$ cat src/rtl/servo_pwm_ctrl.sv
// servo_pwm_ctrl
// Avalon-MM slave that produces a fixed-period servo PWM waveform.
// Software writes a pulse width in microseconds. Width and enable changes
// take effect only at period boundaries, so the output never glitches or
// produces runt pulses.
//
// Optional build macro: SERVO_RAMP_EN
//   defined   - at each boundary the applied width moves toward the target
//               by at most RAMP_STEP_US
//   undefined - the applied width jumps to the target at each boundary
//
// Ports
//   clk            system clock
//   reset          asynchronous, active-high reset
//   avs_address    register word address (0 CONTROL, 1 TARGET_US,
//                  2 STATUS, 3 ACTIVE_US)
//   avs_read       read strobe
//   avs_write      write strobe
//   avs_writedata  write data
//   avs_readdata   registered read data, valid the cycle after avs_read
//   pwm_out        registered servo PWM output
module servo_pwm_ctrl #(
  parameter int CLK_PER_US   = 50,
  parameter int PERIOD_US    = 20000,
  parameter int MIN_US       = 1000,
  parameter int MAX_US       = 2000,
  parameter int CENTER_US    = 1500,
  parameter int RAMP_STEP_US = 10
) (
  input  logic        clk,
  input  logic        reset,
  input  logic [1:0]  avs_address,
  input  logic        avs_read,
  input  logic        avs_write,
  input  logic [31:0] avs_writedata,
  output logic [31:0] avs_readdata,
  output logic        pwm_out
);

  localparam int PS_W = (CLK_PER_US > 1) ? $clog2(CLK_PER_US) : 1;
  localparam logic [PS_W-1:0] PS_LAST  = PS_W'(CLK_PER_US - 1);
  localparam logic [15:0]     US_LAST  = 16'(PERIOD_US - 1);
  localparam logic [15:0]     W_MIN    = 16'(MIN_US);
  localparam logic [15:0]     W_MAX    = 16'(MAX_US);
  localparam logic [15:0]     W_CENTER = 16'(CENTER_US);

  localparam logic [1:0] ADDR_CONTROL = 2'd0;
  localparam logic [1:0] ADDR_TARGET  = 2'd1;
  localparam logic [1:0] ADDR_STATUS  = 2'd2;
  localparam logic [1:0] ADDR_ACTIVE  = 2'd3;

  logic [PS_W-1:0] r_prescaler;
  logic [15:0]     r_us_cnt;
  logic            r_ctrl_en;
  logic [15:0]     r_target;
  logic            r_period_flag;
  logic [15:0]     r_active;
  logic            r_en_act;
  logic [31:0]     r_readdata;
  logic            r_pwm;

  logic            w_tick;
  logic            w_boundary;
  logic [15:0]     w_us_nxt;
  logic [15:0]     w_active_new;
  logic [15:0]     w_active_nxt;
  logic            w_en_nxt;
  logic [31:0]     w_rd_mux;
  logic            w_wr_ctrl;
  logic            w_wr_target;
  logic            w_wr_status;
  logic            w_unused_wdata;

  assign w_unused_wdata = ^avs_writedata[31:16];

  function automatic logic [15:0] f_clamp(input logic [15:0] v);
    if (v < W_MIN)      return W_MIN;
    else if (v > W_MAX) return W_MAX;
    else                return v;
  endfunction

  // Timebase
  assign w_tick     = (r_prescaler == PS_LAST);
  assign w_boundary = w_tick && (r_us_cnt == US_LAST);

  always_comb begin
    w_us_nxt = r_us_cnt;
    if (w_tick) begin
      if (r_us_cnt == US_LAST) w_us_nxt = 16'd0;
      else                     w_us_nxt = r_us_cnt + 16'd1;
    end
  end

  // Width applied at the next boundary. Target and control are the values
  // held before the boundary cycle; a write on that cycle waits a period.
`ifdef SERVO_RAMP_EN
  localparam logic [15:0] W_STEP = 16'(RAMP_STEP_US);
  logic [15:0] w_diff;
  logic [15:0] w_step;

  always_comb begin
    w_diff = 16'd0;
    w_step = 16'd0;
    w_active_new = r_active;
    if (r_target > r_active) begin
      w_diff = r_target - r_active;
      w_step = (w_diff > W_STEP) ? W_STEP : w_diff;
      w_active_new = r_active + w_step;
    end else if (r_target < r_active) begin
      w_diff = r_active - r_target;
      w_step = (w_diff > W_STEP) ? W_STEP : w_diff;
      w_active_new = r_active - w_step;
    end
  end
`else
  logic w_unused_ramp;
  assign w_unused_ramp = (RAMP_STEP_US != 0);
  assign w_active_new  = r_target;
`endif

  assign w_active_nxt = w_boundary ? w_active_new : r_active;
  assign w_en_nxt     = w_boundary ? r_ctrl_en    : r_en_act;

  // Register access decode
  assign w_wr_ctrl   = avs_write && (avs_address == ADDR_CONTROL);
  assign w_wr_target = avs_write && (avs_address == ADDR_TARGET);
  assign w_wr_status = avs_write && (avs_address == ADDR_STATUS);

  always_comb begin
    w_rd_mux = 32'd0;
    case (avs_address)
      ADDR_CONTROL: w_rd_mux = {31'd0, r_ctrl_en};
      ADDR_TARGET:  w_rd_mux = {16'd0, r_target};
      ADDR_STATUS:  w_rd_mux = {31'd0, r_period_flag};
      ADDR_ACTIVE:  w_rd_mux = {16'd0, r_active};
      default:      w_rd_mux = 32'd0;
    endcase
  end

  always_ff @(posedge clk or posedge reset) begin
    if (reset) begin
      r_prescaler <= '0;
      r_us_cnt    <= 16'd0;
    end else begin
      r_prescaler <= w_tick ? '0 : r_prescaler + PS_W'(1);
      r_us_cnt    <= w_us_nxt;
    end
  end

  always_ff @(posedge clk or posedge reset) begin
    if (reset) begin
      r_ctrl_en     <= 1'b0;
      r_target      <= W_CENTER;
      r_period_flag <= 1'b0;
      r_readdata    <= 32'd0;
    end else begin
      if (w_wr_ctrl)   r_ctrl_en <= avs_writedata[0];
      if (w_wr_target) r_target  <= f_clamp(avs_writedata[15:0]);
      // Set on the boundary has priority over a simultaneous clear.
      if (w_boundary)
        r_period_flag <= 1'b1;
      else if (w_wr_status && avs_writedata[0])
        r_period_flag <= 1'b0;
      if (avs_read) r_readdata <= w_rd_mux;
    end
  end

  // Output is computed from next-state counter and width so the pulse
  // rises on the same edge the counter returns to zero.
  always_ff @(posedge clk or posedge reset) begin
    if (reset) begin
      r_active <= W_CENTER;
      r_en_act <= 1'b0;
      r_pwm    <= 1'b0;
    end else begin
      r_active <= w_active_nxt;
      r_en_act <= w_en_nxt;
      r_pwm    <= w_en_nxt && (w_us_nxt < w_active_nxt);
    end
  end

  assign avs_readdata = r_readdata;
  assign pwm_out      = r_pwm;

endmodule

$ cat config.mk
export PLATFORM = sky130hd
export DESIGN_NAME = servo_pwm_ctrl
export DESIGN_NICKNAME = d
export VERILOG_FILES = /design/src/rtl/servo_pwm_ctrl.sv
export SDC_FILE = /design/constraint.sdc
export NUM_CORES = 1
export LEC_CHECK = 0
export CAP_MARGIN = 20
export CORE_ASPECT_RATIO = 0.8
export CORE_MARGIN = 8
export CORE_UTILIZATION = 52
export DETAILED_ROUTE_END_ITERATION = 8
export PLACE_DENSITY = 0.86
export SYNTH_ARGS = -nofsm -noshare
export SYNTH_HDL_FRONTEND = slang
export SYNTH_SLANG_ARGS = --single-unit
$ cat constraint.sdc
create_clock -name clk -period 3.8 [get_ports clk]
set_clock_uncertainty 0.05 [all_clocks]
set_input_delay 0.95 -clock clk [delete_from_list [all_inputs] [get_ports clk]]
set_output_delay 0.95 -clock clk [all_outputs]
set_load 0.02 [all_outputs]
==> images/clock_nets.png <==
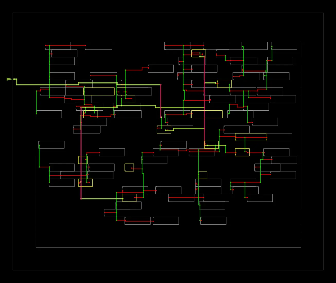
Num Clock Sinks: 74
power of the clock network: 750 uW
flop count: 74

==> summary.txt <==
result of the run - finished, final reports clean
via total after detailed routing - 2671
launching element of the worst setup path - r_us_cnt[6]$_DFF_PP0_
Initial DRC Count - 136
list of most frequent post-synthesis cells - sky130_fd_sc_hd__dfrtp_1 (60), sky130_fd_sc_hd__inv_1 (34), sky130_fd_sc_hd__mux2i_1 (29)
chip area from the yosys synthesis statistics - 3760 sq um
setup slack of the worst register-to-register path - 190 ps
# IOs - 71
fillers - 523
number of warnings reported in the yosys synthesis log - 0
overall track demand over capacity in global routing - 17.0%
Num CTS Buffers - 9
standard-cell row count - 27
endpoints failing setup - 0
sequential share of power - 48.1%
design internal power - 1310 uW
total die size - 10200 sq um
simple-gate share of the synthesized area - 13.0%
detailed-routed wire length on met2 - 4.17 mm
proportion of layout cells with a drive suffix above 1 - 13.7%
Final Routed Wirelength - 8.48 mm
Post-DP Area - 4210 sq um
Congestion Overflow GR - 0
pin count of the biggest net entering global routing - 42
final std cell area, no fill - 4460 sq um
FF-to-FF path depth - 11
critical path data arrival time - 3780 ps
placed insts - 459
FF/Latch Area - 1870 sq um
most frequent logic cells in the routed design - sky130_fd_sc_hd__dfrtp_1 (60), sky130_fd_sc_hd__clkdlybuf4s50_1 (38), sky130_fd_sc_hd__inv_1 (33)
main power-consuming group - sequential cells
non-clock buffer count - 47
root buf cell - sky130_fd_sc_hd__clkbuf_8
compound-cell area share of the yosys netlist - 9.05%
overall die height - 92.0 microns
cell class contributing the biggest share of worst-path delay - simple AND/OR/NAND/NOR gates
Leak - 0.00208 uW
multi-input combinational cell count - 217
Slowest cell on crit path - sky130_fd_sc_hd__or4b_4
DRC - 0
element type at the critical path end - register
Post-Route Hold Slack - 445 ps
TritonCTS clock tree - built
minimum clock period - 3610 ps
Critical path destination - pwm_out$_DFF_PP0_
hold path start - r_prescaler[0]$_DFF_PP0_
Worst R2R End - pwm_out$_DFF_PP0_
data required time at the worst endpoint - 3970 ps
Post-Syn Instances - 337
classification of the worst-slack hold path - register to register
CTS resizes - 0
Tool Warnings - 43
Yosys top cell by instances - sky130_fd_sc_hd__dfrtp_1
adder share - 5.99%
yosys stat cell total - 337
total length of routed met3 wires - 663 microns
layout overhead on the synthesized area - 18.6%
final hold violation count - 0
via count of the first global-routing pass - 2886
count of input and output buffers - 38
H-Tree Level Count - 3
highest metal layer with signal wires - met4
number of antenna violations at the first check in global routing - 0
sequential share of the synthesized area - 49.7%
RSZ-0062 raised after global routing - no
Dominant Register Cell - sky130_fd_sc_hd__dfrtp_1
Die Width - 111 microns
cell types with the largest area share after synthesis - sky130_fd_sc_hd__dfrtp_1 (40%), sky130_fd_sc_hd__dfstp_2 (9.8%), sky130_fd_sc_hd__mux2i_1 (7.7%), sky130_fd_sc_hd__ha_1 (6.0%), sky130_fd_sc_hd__inv_1 (3.4%)
DR vias/cell - 5.62
Comb pwr share - 8.0%
number of tapcells - 87
CORE AREA - 6960 sq um
Max IR drop VDD - 0.264 mV
total combinational power - 137 uW
post-DR wirelength/cell - 17.8 microns
detailed-placement wirelength estimate - 6.32 mm
yosys xor share - 3.73%
CTS Buffer Depth - 2
crit path max fanout - 12
Crit path largest cell delay - 580 ps
number of detailed-routing iterations run before antenna repair - 4
dominant kind of cell by area - flip-flops and latches
end point of the most critical hold path - r_prescaler[0]$_DFF_PP0_
count of placed standard cells in the final layout, fillers left out - 475
startpoint type of the worst setup path - register
setup_tns - 0 ps
top cell type by total area after synthesis - sky130_fd_sc_hd__dfrtp_1
layout inverter count without the clock tree - 34
final critical-path share of the clock period - 95.0%
proportion of synthesized flip-flops having asynchronous set or reset - 100%
proportion of cell area occupied by multi-input gates - 36.6%
sequential logic power - 823 uW
met1 track demand over resource - 20.5%
total net switching power - 399 uW
Mux area share - 9.92%
switch share - 23.3%
Routed met1 length - 3.50 mm
Worst path depth - 11
highest-utilization routing layer at the global route stage - met2
fraction of post-synthesis cell area in the top cell type by area - 39.9%
main logic family after synthesis - simple AND/OR/NAND/NOR gates
final standard cell utilization of the core - 64.1%
portion of the layout cell area used by clock cells - 5.59%
met2 track demand over resource - 28.7%
Worst Tran Pin Value - 706 ps
most common cell after layout, fill and taps aside - sky130_fd_sc_hd__dfrtp_1
critical path class - register to register
hold buffers post-CTS - 0
post-route ant nets - 0
Avg Inst Size Synth - 11.2 sq um
grt met3 use - 5.08%
Rel. slew slack - 52.9%
clock buffer count - 9
setup slack after layout - 191 ps
Cells on Worst Hold Path - 1
number of library cell types mapped by synthesis - 51
Post-Place Setup Slack - 85.5 ps
clock transition at the registers of the reported paths - 80 ps
areal power density over the cells - 384 nW/um^2
final net count - 439
buffers plus inverters on the worst setup path - 1
post-CTS setup buffer count - 0
Init Core Util - 54.0%
fin. max-slew vios - 0
final RePlAce weighted congestion - 0.846
total of max-cap violations - 0
Post-Syn Area - 3760 sq um
number of enable flip-flop cells - 0
count of state elements after synthesis - 74
==> images/clock_wires.png <==
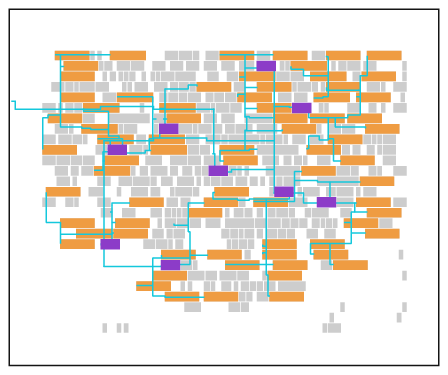
[clock wires] cyan | length: 872 microns
[clock-net drivers] purple | count: 9
[flip-flops] orange | count: 74
routed clock nets: 10
clock share of power: 43.8%
clk ins delay skew pair: 350 ps

Power and IR drop assume default switching activity.
